Fig. 1: placement density heat map
Bar = 20 um. The die is cut into 12 by 12 equal tiles; black is low, pale yellow is high, 0 to 100% covered.
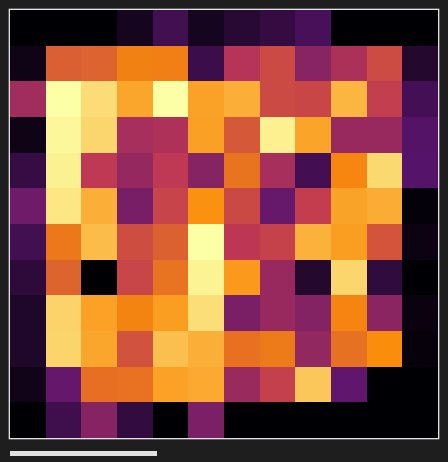
Fig. 2: met1 routing
Bar = 20 um.
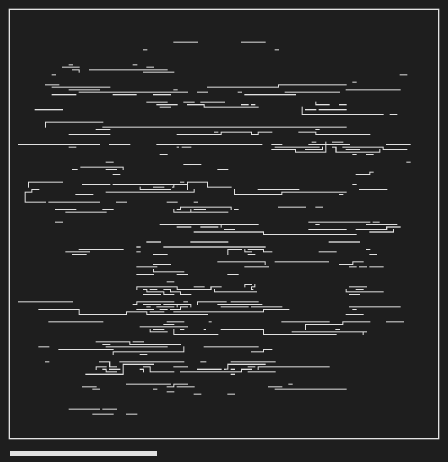
Fig. 3: M2 wires
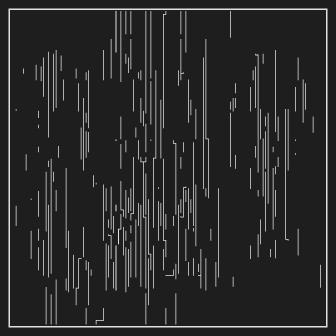
Fig. 4: track usage over the die
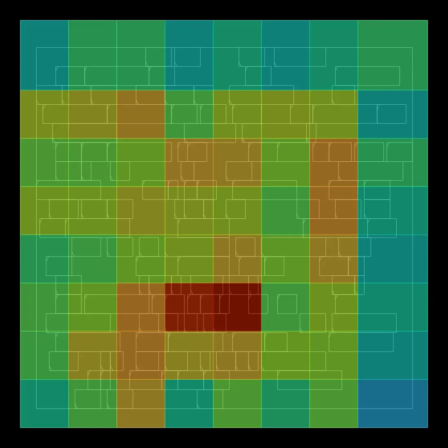
Fig. 5: signal metal coverage by tile
Bar = 20 um. The die is cut into 12 by 12 equal tiles; black is low, pale yellow is high, scaled to the fullest tile. Values are wire area over tile area, all layers added.
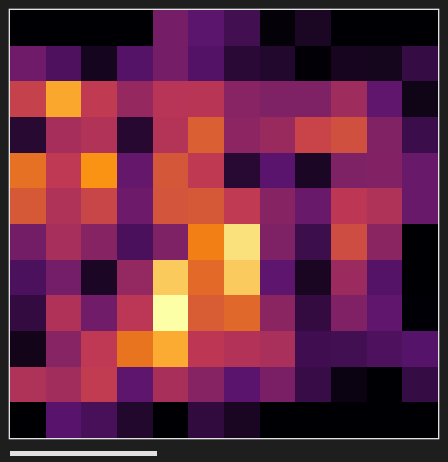
==> config.mk <==
export PLATFORM = sky130hd
export DESIGN_NAME = ram_fifo_ctrl
export DESIGN_NICKNAME = d
export VERILOG_FILES = /design/src/rtl/ram_fifo_ctrl_pkg.sv /design/src/rtl/ram_fifo_ptr.sv /design/src/rtl/ram_fifo_ctrl.sv
export SDC_FILE = /design/constraint.sdc
export NUM_CORES = 1
export LEC_CHECK = 0
export CAP_MARGIN = 10
export CORE_MARGIN = 2
export CORE_UTILIZATION = 42
export DETAILED_ROUTE_END_ITERATION = 6
export HOLD_SLACK_MARGIN = 0.15
export PLACE_DENSITY_LB_ADDON = 0.05
export SLEW_MARGIN = 30
export SYNTH_ARGS = -nofsm -noshare
export SYNTH_HDL_FRONTEND = slang
export SYNTH_SLANG_ARGS = --single-unit
==> constraint.sdc <==
create_clock -name clk -period 4 [get_ports clk]
set_input_delay 0.8 -clock clk [delete_from_list [all_inputs] [get_ports clk]]
set_output_delay 0.8 -clock clk [all_outputs]
set_load 0.05 [all_outputs]
==> run notes <==
yosys + openroad results -> placed cell area 1590 sq um, fin nets 164, post-synth net total 132, setup_tns 0 ns, Worst-Margin Slew 0.572 ns, largest net degree at the start of global routing 17, GRT Residual Overflow 0, Routability Congestion 0.747, input/output buffers 34, Unique cell types 28, worst skew pair latency 0.31 ns, clk root buf clkbuf_4, initial drt markers 17, CP startpoint kind register, Required @ worst endpoint 3.20 ns, Log Warnings 26, Die W 58.3 um, CP max stage delay 0.79 ns, status finished, final reports clean, initial antenna violation count 0, Final Hold Fails 0, flop-to-flop setup slack 0.87 ns, Final setup viols 0, CTS tree yes, n_diodes 0, max reg flops 8, Post-CTS Repair Setup Buffers 0, ys cells 105, EDFF count, synth 0, Cells on Worst Hold Path 1, Die Height 58.3 um, clk buf depth 2, cell count after synthesis 105, Max-Cap Viols 0, H-tree depth 1, Hold Path Class register to register, synthesized area per cell 11.8 sq um, vias per cell 5.24, synthesis area per yosys 1240 sq um, min Tclk post-route 3.33 ns, Top Layout Cells clkdlybuf4s50_1 (31), dfrtp_1 (23), mux2_2 (15), RSZ-0062 raised after global routing false, DPL Wire Length 1940 um, yosys warning tally 0, asr flop ratio synth 1.00, crit-path max FO 9, Inst Count DP 163, Area Overhead vs Synth 30.6%, ys flop type dfrtp_1, number of global-route vias before repair 931, Seq share, synth 0.465, Slew headroom 0.619, CP endpoint kind output port, CTS sink count 23, final routed DRC violation total 0, Top cell excl fill/tap clkdlybuf4s50_1
Notes on Fig. 1 above:
emptiest ninth of the die = lower right
nearly empty tiles = 14%
densest ninth of the die = center
fp_density: 0.445
final core utilization: 0.581

Notes on Fig. 2 above:
longest straight run = 33.1 um
wire length on this layer = 1010 um
main direction = horizontal
share of all routed wire = 41%
met1 global-route usage: 0.205
final wirelength: 2450 um
routed vias: 875

Notes on Fig. 3 above:
longest straight run = 24.1 um
wire length on this layer = 1210 um
nets with wire on the layer = 145
GRT met2 Usage: 0.265

Notes on Fig. 4 above:
Routed WL per cell: 14.7 um
M3 GR Usage: 0.0491
gr busiest metal: met2

Notes on Fig. 5 above:
tiles over half the peak = 20%
fullest tile = 0.38
mean over tiles = 0.12
emptiest ninth of the die = lower right
all-layer global routing usage: 0.165

[layer usage]
metal	vias to the layer above	wire length (um)
li1	414	-
met1	424	1010
met2	30	1210
met3	7	207
met4	0	30
met5	-	0
[cell families after synthesis]
group           share of synthesized area
compound gates                     0.0738
xor+xnor                           0.0637
fa+ha+maj                          0.0768
buf+inv                            0.0758
flops                               0.465
mux                                 0.145
simple gates                        0.100
[through the flow]
step	worst slack, ns	utilization
after detailed placement	0.495	0.571
after global placement	0.638	0.571
final	0.669	0.581
after global routing	0.550	0.581
after floorplan	0.0138	-
after CTS	0.636	0.581
[final cells by class]
| type | count | area, sq um |
|---|---|---|
| Fill cell | 250 | 1160 |
| Tap cell | 31 | 38.8 |
| Sequential cell | 23 | 576 |
| Clock inverter | 1 | 5.00 |
| Inverter | 7 | 26.3 |
| Timing Repair Buffer | 37 | 380 |
| Clock buffer | 3 | 22.5 |
| Multi-Input combinational cell | 65 | 568 |
[synthesized netlist by cell type, drive strengths merged (2+ instances only)]
| library cell | count | area, sq um |
|---|---|---|
| inv | 7 | 26.3 |
| ha | 6 | 75.1 |
| nand4 | 2 | 12.5 |
| nor2 | 2 | 7.51 |
| o21ai | 4 | 20.0 |
| a21o | 2 | 15.0 |
| nand2 | 7 | 26.3 |
| xor2 | 4 | 35.0 |
| a211oi | 2 | 27.5 |
| xnor2 | 5 | 43.8 |
| buf | 8 | 60.1 |
| nor3 | 4 | 20.0 |
| mux2 | 15 | 169 |
| clkbuf | 2 | 7.51 |
| dfrtp | 23 | 576 |
[critical path, delay by kind of cell, from the launching register on]
kind	cells	cell delay [ns]
buffers and inverters	1	0.79
and+or+nand+nor	1	0.51
DFF	1	0.46
muxes	1	0.26
AOI/OAI and AO/OA	1	0.20
